Routing congestion map:
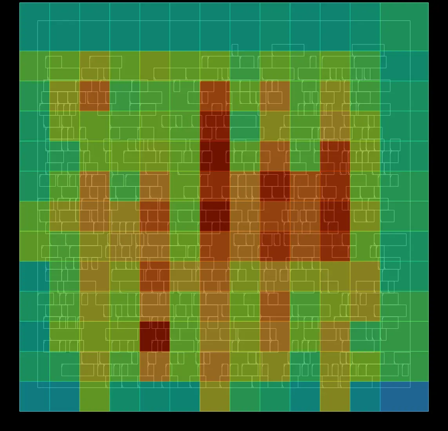
Sequential cells grouped by signal name:
The bar under the picture is 20 um long.
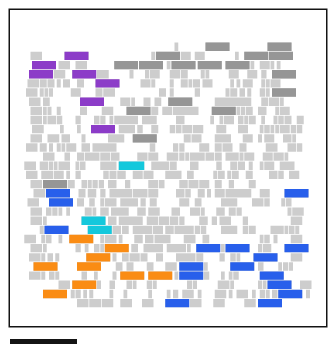
Routed metal, one color a layer:
Only two layers are drawn.
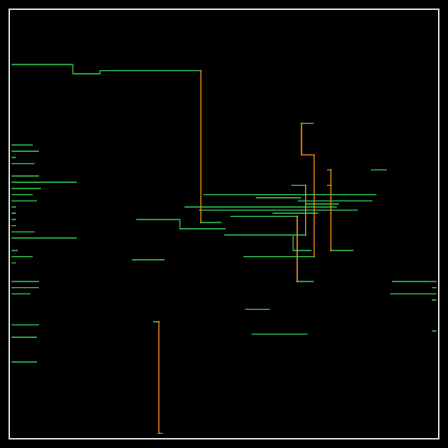
Logic cells by family:
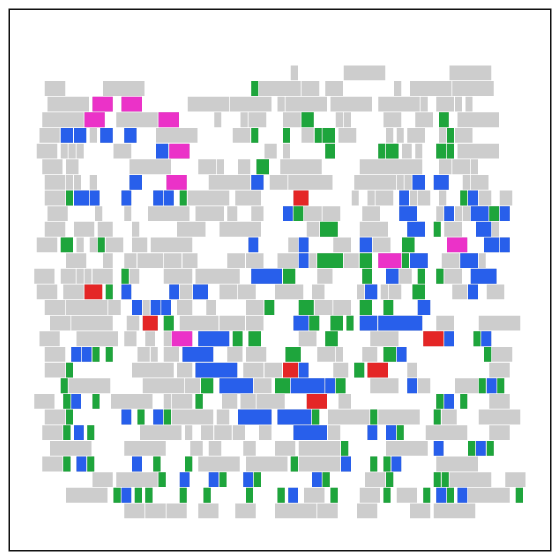
`config.mk`:
```
export PLATFORM = sky130hd
export DESIGN_NAME = frame_scrambler
export DESIGN_NICKNAME = d
export VERILOG_FILES = /design/src/rtl/frame_scrambler_pkg.sv /design/src/rtl/scrambler_lfsr.sv /design/src/rtl/frame_scrambler.sv
export SDC_FILE = /design/constraint.sdc
export NUM_CORES = 1
export LEC_CHECK = 0
export CAP_MARGIN = 20
export CORE_MARGIN = 4
export CORE_UTILIZATION = 45
export DETAILED_ROUTE_END_ITERATION = 7
export HOLD_SLACK_MARGIN = 0.1
export PLACE_DENSITY = 0.68
export SYNTH_ARGS = -nofsm -noshare
export SYNTH_HDL_FRONTEND = slang
export SYNTH_SLANG_ARGS = --single-unit
```
`constraint.sdc`:
```
create_clock -name Clock -period 3.3 [get_ports Clock]
set_input_delay 0.495 -clock Clock [delete_from_list [all_inputs] [get_ports Clock]]
set_output_delay 0.495 -clock Clock [all_outputs]
set_load 0.01 [all_outputs]
```
`src/rtl/frame_scrambler_pkg.sv`:
```
// Shared types and constants for the frame scrambler (x^7+x^4+1 frame bit scrambler).
package frame_scrambler_pkg;

  typedef enum logic [2:0] {
    IDLE    = 3'd0,
    SERVICE = 3'd1,
    DATA    = 3'd2,
    TAIL    = 3'd3,
    PAD     = 3'd4
  } state_e;

  localparam int         SERVICE_BITS = 16;
  localparam int         TAIL_BITS    = 6;
  localparam logic [6:0] DEFAULT_SEED = 7'h7F;

  // An all-zero seed would lock the LFSR at zero forever.
  function automatic logic [6:0] fix_seed(input logic [6:0] seed);
    return (seed == 7'd0) ? DEFAULT_SEED : seed;
  endfunction

endpackage

```
`src/rtl/scrambler_lfsr.sv`:
```
// 7-bit scrambler state, x[7:1] = (x7..x1); S = x7 ^ x4, shifted in at x1 on advance.
module scrambler_lfsr
  import frame_scrambler_pkg::*;
(
  input  logic       Clock,
  input  logic       Reset,
  input  logic       load,
  input  logic [6:0] seed,
  input  logic       advance,
  output logic       s
);

  logic [7:1] x;

  assign s = x[7] ^ x[4];

  always_ff @(posedge Clock) begin
    if (Reset) begin
      x <= DEFAULT_SEED;
    end else if (load) begin
      x <= seed;
    end else if (advance) begin
      x <= {x[6:1], s};
    end
  end

endmodule

```
`src/rtl/frame_scrambler.sv`:
```
// Frame scrambler: SERVICE / DATA / TAIL / PAD bit framing with x^7+x^4+1 scrambling.
// Build option: FRAME_SCRAMBLER_TAIL_ZERO_EN forces the 6 tail outputs to 0.
module frame_scrambler
  import frame_scrambler_pkg::*;
(
  input  logic        Clock,
  input  logic        Reset,
  input  logic        Start,
  input  logic [6:0]  Seed,
  input  logic [15:0] DataBits,
  input  logic [8:0]  PadBits,
  input  logic        Input,
  input  logic        InValid,
  output logic        InReady,
  output logic        Output,
  output logic        OutValid,
  input  logic        OutReady,
  output logic        Busy,
  output logic        Done,
  output state_e      dbg_state
);

  // Handshake: a bit moves when valid && ready are both high at a rising edge;
  // valid never waits on ready. In DATA the path is a pure pass-through, so
  // OutValid follows InValid and InReady follows OutReady combinationally.

  state_e      state, state_n;
  logic [15:0] cnt;
  logic [15:0] len;
  logic [15:0] data_bits;
  logic [8:0]  pad_bits;
  logic        done_q;
  logic        valid_raw;
  logic        ready_raw;
  logic        bit_b;
  logic        s;
  logic        xfer;
  logic        last;
  logic        start_ok;

  assign dbg_state = state;
  assign start_ok  = (state == IDLE) && Start;
  assign xfer      = OutValid && OutReady;
  assign last      = (cnt == (len - 16'd1));

  scrambler_lfsr u_lfsr (
    .Clock   (Clock),
    .Reset   (Reset),
    .load    (start_ok),
    .seed    (fix_seed(Seed)),
    .advance (xfer),
    .s       (s)
  );

  always_comb begin : out_decode
    valid_raw = 1'b0;
    ready_raw = 1'b0;
    bit_b     = 1'b0;
    len       = 16'd0;
    unique case (state)
      SERVICE: begin
        valid_raw = 1'b1;
        len       = 16'(SERVICE_BITS);
      end
      DATA: begin
        valid_raw = InValid;
        ready_raw = OutReady;
        bit_b     = Input;
        len       = data_bits;
      end
      TAIL: begin
        valid_raw = 1'b1;
        len       = 16'(TAIL_BITS);
      end
      PAD: begin
        valid_raw = 1'b1;
        len       = {7'd0, pad_bits};
      end
      default: ;
    endcase
  end

  // Reset masks every output combinationally so nothing leaks during the reset cycle.
  assign OutValid = valid_raw && !Reset;
  assign InReady  = ready_raw && !Reset;
  assign Busy     = (state != IDLE) && !Reset;
  assign Done     = done_q && !Reset;

`ifdef FRAME_SCRAMBLER_TAIL_ZERO_EN
  assign Output = Busy && (state != TAIL) && (s ^ bit_b);
`else
  assign Output = Busy && (s ^ bit_b);
`endif

  always_comb begin : next_state
    state_n = state;
    unique case (state)
      IDLE:    if (Start)        state_n = SERVICE;
      SERVICE: if (xfer && last) state_n = (data_bits == 16'd0) ? TAIL : DATA;
      DATA:    if (xfer && last) state_n = TAIL;
      TAIL:    if (xfer && last) state_n = (pad_bits == 9'd0) ? IDLE : PAD;
      PAD:     if (xfer && last) state_n = IDLE;
      default: state_n = IDLE;
    endcase
  end

  always_ff @(posedge Clock) begin
    if (Reset) begin
      state <= IDLE;
    end else begin
      state <= state_n;
    end
  end

  // Counter restarts at every phase boundary, so it only ever spans one phase.
  always_ff @(posedge Clock) begin
    if (Reset) begin
      cnt       <= 16'd0;
      data_bits <= 16'd0;
      pad_bits  <= 9'd0;
      done_q    <= 1'b0;
    end else begin
      done_q <= xfer && last && (state_n == IDLE);
      if (start_ok) begin
        data_bits <= DataBits;
        pad_bits  <= PadBits;
        cnt       <= 16'd0;
      end else if (xfer) begin
        cnt <= last ? 16'd0 : (cnt + 16'd1);
      end
    end
  end

endmodule
```
==> tab_implementation.tex <==
% Table of physical implementation metrics
\begin{tabular}{lr}
\hline
Metric & Value \\
\hline
\multicolumn{2}{l}{\textbf{Cells and area}} \\
\quad Largest registers in the final layout & cnt x16, data\_bits x16, pad\_bits x9 \\
\quad Signal buffers & 61 \\
\quad Commonest non-fill, non-tap cells in the layout & nand2\_1, dfxtp\_1, clkdlybuf4s50\_1 \\
\quad Total inserted antenna cells & 0 \\
\quad Number of nets in the finished design & roughly 500 \\
\quad Flip-flops & 52 \\
\quad Dominant kind of cell & multi-input combinational cells \\
\quad Combinational gate area & 0.00211 mm2 \\
\quad Share of the final layout cell area in multi-input gates & between 50\% and 60\% \\
\quad Number of clock-tree buffers in the layout & 7 \\
\quad Area growth from synthesis to final layout & 21.4\% \\
\quad Fillcell total & approximately 720 \\
\quad Multi-input gates & 337 \\
\quad Share of cells above drive strength 1 & a little over a tenth \\
\quad Inverters & 8 \\
\quad ClkCell Share & about 3.1\% \\
\quad Data-path buffer share of cell area in the final layout & 14.8\% \\
\quad Cell area after layout & approximately 0.0040 mm2 \\
\multicolumn{2}{l}{\textbf{Detailed routing}} \\
\quad Routed metal-1 wire length & 3910 um \\
\quad Met2 wire length & 3860 um \\
\quad Post-route ant nets & 0 \\
\quad Per-cell routed wire length & between 10 and 15 um \\
\quad Mean number of vias per cell & $\sim$5.5 \\
\quad Router iterations before antenna repair & 4 \\
\quad Iter 0 DRT Violations & between 150 and 200 \\
\quad DRC violations left & 0 \\
\multicolumn{2}{l}{\textbf{Power and ir drop}} \\
\quad Leakage & roughly 1.5 nW \\
\quad Pwr top & registers \\
\quad Switching Share & between 20\% and 30\% \\
\quad Overall power & 1.38 mW \\
\quad Clock group share of total power & roughly 34\% \\
\quad Peak supply drop & 0.000208 V \\
\quad Power per cell area & 343 mW/mm2 \\
\quad Gate power share & 16.1\% \\
\quad Net switching power & $\sim$0.35 mW \\
\quad Internal cell power & around 1.0 mW \\
\quad Combinational cell power & approximately 0.22 mW \\
\quad Power drawn by the clock network & about 0.48 mW \\
\quad Register share of total power & around half \\
\multicolumn{2}{l}{\textbf{Critical path}} \\
\quad Worst setup path end & cnt[10]\$\_SDFFE\_PP0P\_ \\
\quad Worst setup path category & flop to flop \\
\quad Critical path startpoint category & flop \\
\quad Type of destination of the critical path & flop \\
\quad CP dominant cell by count & buf\_4 \\
\quad Path depth of the worst reg2reg path & 12 \\
\quad Endpoint of the worst register-to-register path & cnt[10]\$\_SDFFE\_PP0P\_ \\
\quad Launch instance of the worst register-to-register path & dbg\_state[0]\$\_SDFF\_PP0\_ \\
\quad Timing startpoint of the critical path & dbg\_state[0]\$\_SDFF\_PP0\_ \\
\quad FF-to-FF setup slack & approximately 200 ps \\
\quad Critical path arrival & around 3300 ps \\
\quad Required @ worst endpoint & approximately 3500 ps \\
\quad Total buffers and inverters traversed by the critical path & 3 \\
\quad Worst-path fanout max & 15 \\
\quad Cell with the biggest individual delay on the critical path & or4\_1 \\
\quad Cells along the critical path & buf\_4 -> nor2b\_1 -> a32oi\_2 -> nand4\_1 -> or4\_1 -> a31oi\_1 -> and3b\_1 -> nand4\_2 -> buf\_4 -> nand2\_1 -> buf\_12 -> nor2\_1 \\
\quad Cell class contributing the biggest share of worst-path delay & simple AND/OR/NAND/NOR gates \\
\quad Number of cells on the critical path & 12 \\
\quad Slowest cell delay on critical path & between 600 and 700 ps \\
\multicolumn{2}{l}{\textbf{Synthesis}} \\
\quad Mean instance size in the synthesized netlist & 7.79 um2 \\
\quad Comb area leader & simple AND/OR/NAND/NOR gates \\
\quad Share of synthesized cell area in and-or and or-and compound cells & about a fifth \\
\quad Yosys warning count & 0 \\
\quad Post-synthesis adder-cell area fraction & less than 1\% \\
\quad Number of distinct standard cells referenced by the synthesized netlist & about 65 \\
\quad Number of register bits inferred by synthesis & 52 \\
\quad Share of the yosys chip area belonging to registers & 31.4\% \\
\quad Fraction of synthesized cell area in xor and xnor cells & about 9\% \\
\quad Leading cell types by total area after synthesis & dfxtp\_1, nand2\_1, a21oi\_1 \\
\quad Dominant cell by count in the synthesized netlist & nand2\_1 \\
\quad Area share of the largest cell type after synthesis & a little under a third \\
\quad Top flip-flop cell by instance count after synthesis & dfxtp\_1 \\
\quad Cell total in the yosys stat output & 426 \\
\quad Leading cell types by count after synthesis & nand2\_1, dfxtp\_1, nor2\_1 \\
\quad Largest area contributor in the synthesized netlist & dfxtp\_1 \\
\quad EDFF count, synth & 0 \\
\quad Synthesized netlist cell count & $\sim$430 \\
\quad Multiplexer share & about 2.8\% \\
\quad Post-synth ARST share & 0\% \\
\quad Yosys stat chip area & $\sim$0.0033 mm2 \\
\quad Simple share & slightly above 30\% \\
\quad Cell area after technology mapping & 0.00332 mm2 \\
\multicolumn{2}{l}{\textbf{Die}} \\
\quad Die height & around 94 um \\
\quad Number of rows created at floorplan & 31 \\
\quad Core area & 0.00721 mm2 \\
\quad Die area & between 0.008 and 0.009 mm2 \\
\quad Tapcell count & around 99 \\
\quad I/O Pins & 46 \\
\quad Initial core utilization & between 40\% and 50\% \\
\quad Chip width & about 94 um \\
\multicolumn{2}{l}{\textbf{Clock network}} \\
\quad Clock buffer depth & 2 \\
\quad Master cell of the clock root buffer & clkbuf\_8 \\
\quad Clock input transition at the sequential cells of the worst setup and hold paths & roughly 90 ps \\
\quad Total of cells resized after clock tree synthesis & 0 \\
\quad CTS tree & yes \\
\quad Number of clock sinks seen by CTS & between 50 and 60 \\
\quad Num CTS Buffers & 5 \\
\quad Count of H-tree levels built during CTS & 2 \\
\quad Post-CTS setup buffer count & 0 \\
\quad Clock Latency Late Sink & roughly 310 ps \\
\multicolumn{2}{l}{\textbf{STA}} \\
\quad Minimum hold slack & roughly 470 ps \\
\quad Number of pins with negative max-slew slack in the final report & 0 \\
\quad Setup repair after global routing missed its margin & false \\
\quad Total negative slack for setup checks & 0 ps \\
\quad Upper clock frequency limit & $\sim$320 MHz \\
\quad Final setup violation count & 0 \\
\quad Final worst slack & roughly 200 ps \\
\quad Clock period minus worst slack & 3100 ps \\
\quad Final hold violation count & 0 \\
\quad Worst Tran Pin Value & 908 ps \\
\quad Remaining max-slew budget at the tightest pin & 39.3\% \\
\quad Clk\_skew & $\sim$11 ps \\
\multicolumn{2}{l}{\textbf{Global routing}} \\
\quad Vias in the first global route & $\sim$3k \\
\quad Number of antenna violations at the first check in global routing & 0 \\
\quad Sum of overflow across all layers after global routing & 0 \\
\quad Maximum number of pins on one net before global-route repair & 37 \\
\quad Wire length of the first global-routing pass & 13,900 um \\
\multicolumn{2}{l}{\textbf{Hold path}} \\
\quad Number of cells on the worst hold path & 2 \\
\quad Critical hold path startpoint & pad\_bits[3]\$\_SDFFE\_PP0P\_ \\
\quad Capture endpoint of the worst hold path & pad\_bits[3]\$\_SDFFE\_PP0P\_ \\
\quad Worst min-delay path class & flop to flop \\
\multicolumn{2}{l}{\textbf{Outcome}} \\
\quad Status & complete, no violations \\
\multicolumn{2}{l}{\textbf{Placed design}} \\
\quad HPWL Detailed & approximately 6300 um \\
\quad Buffers on Ports & between 40 and 50 \\
\quad Area post-placement & 0.00388 mm2 \\
\quad Worst setup slack after placement & between 60 and 70 ps \\
\quad Count of placed standard cells including taps & around 560 \\
\quad Gp weighted congestion & between 0.9 and 1 \\
\multicolumn{2}{l}{\textbf{Flow run}} \\
\quad Max-cap violation count & 0 \\
\quad Number of OpenROAD warnings & 26 \\
\hline
\end{tabular}
-- 'routing congestion map' (at the start) --
M1 GR Usage: 25.4%
met2 track utilization from global routing: 32.8%
core utilization of the finished layout: 55.9%
fraction of met3 tracks used by global routing: 3.77%
busiest grt layer: met2

-- 'sequential cells grouped by signal name' (at the start) --
color	name in the netlist	sequential cells
blue	`data_bits`	16
orange	`pad_bits`	9
cyan	`dbg_state`	3
purple	`u_lfsr.x`	7
sequential share of cell area: 25.9%
register area: 0.00104 mm2
power attributed to sequential cells: 0.684 mW

-- 'routed metal, one color a layer' (at the start) --
color	layer	wire length
orange	met4	133 um
green	met3	449 um
gr usage total: 19.6%
vias post-DR: 3,108

-- 'logic cells by family' (at the start) --
color	family	cells
green	NAND gates	102
red	AND-OR and OR-AND gates	7
magenta	multiplexers	9
blue	inverting AOI/OAI gates	84
leading cell type in the layout, fill and taps excluded: nand2_1
non-filler instance count after layout: 565

Power is estimated from default activity; no workload was simulated.
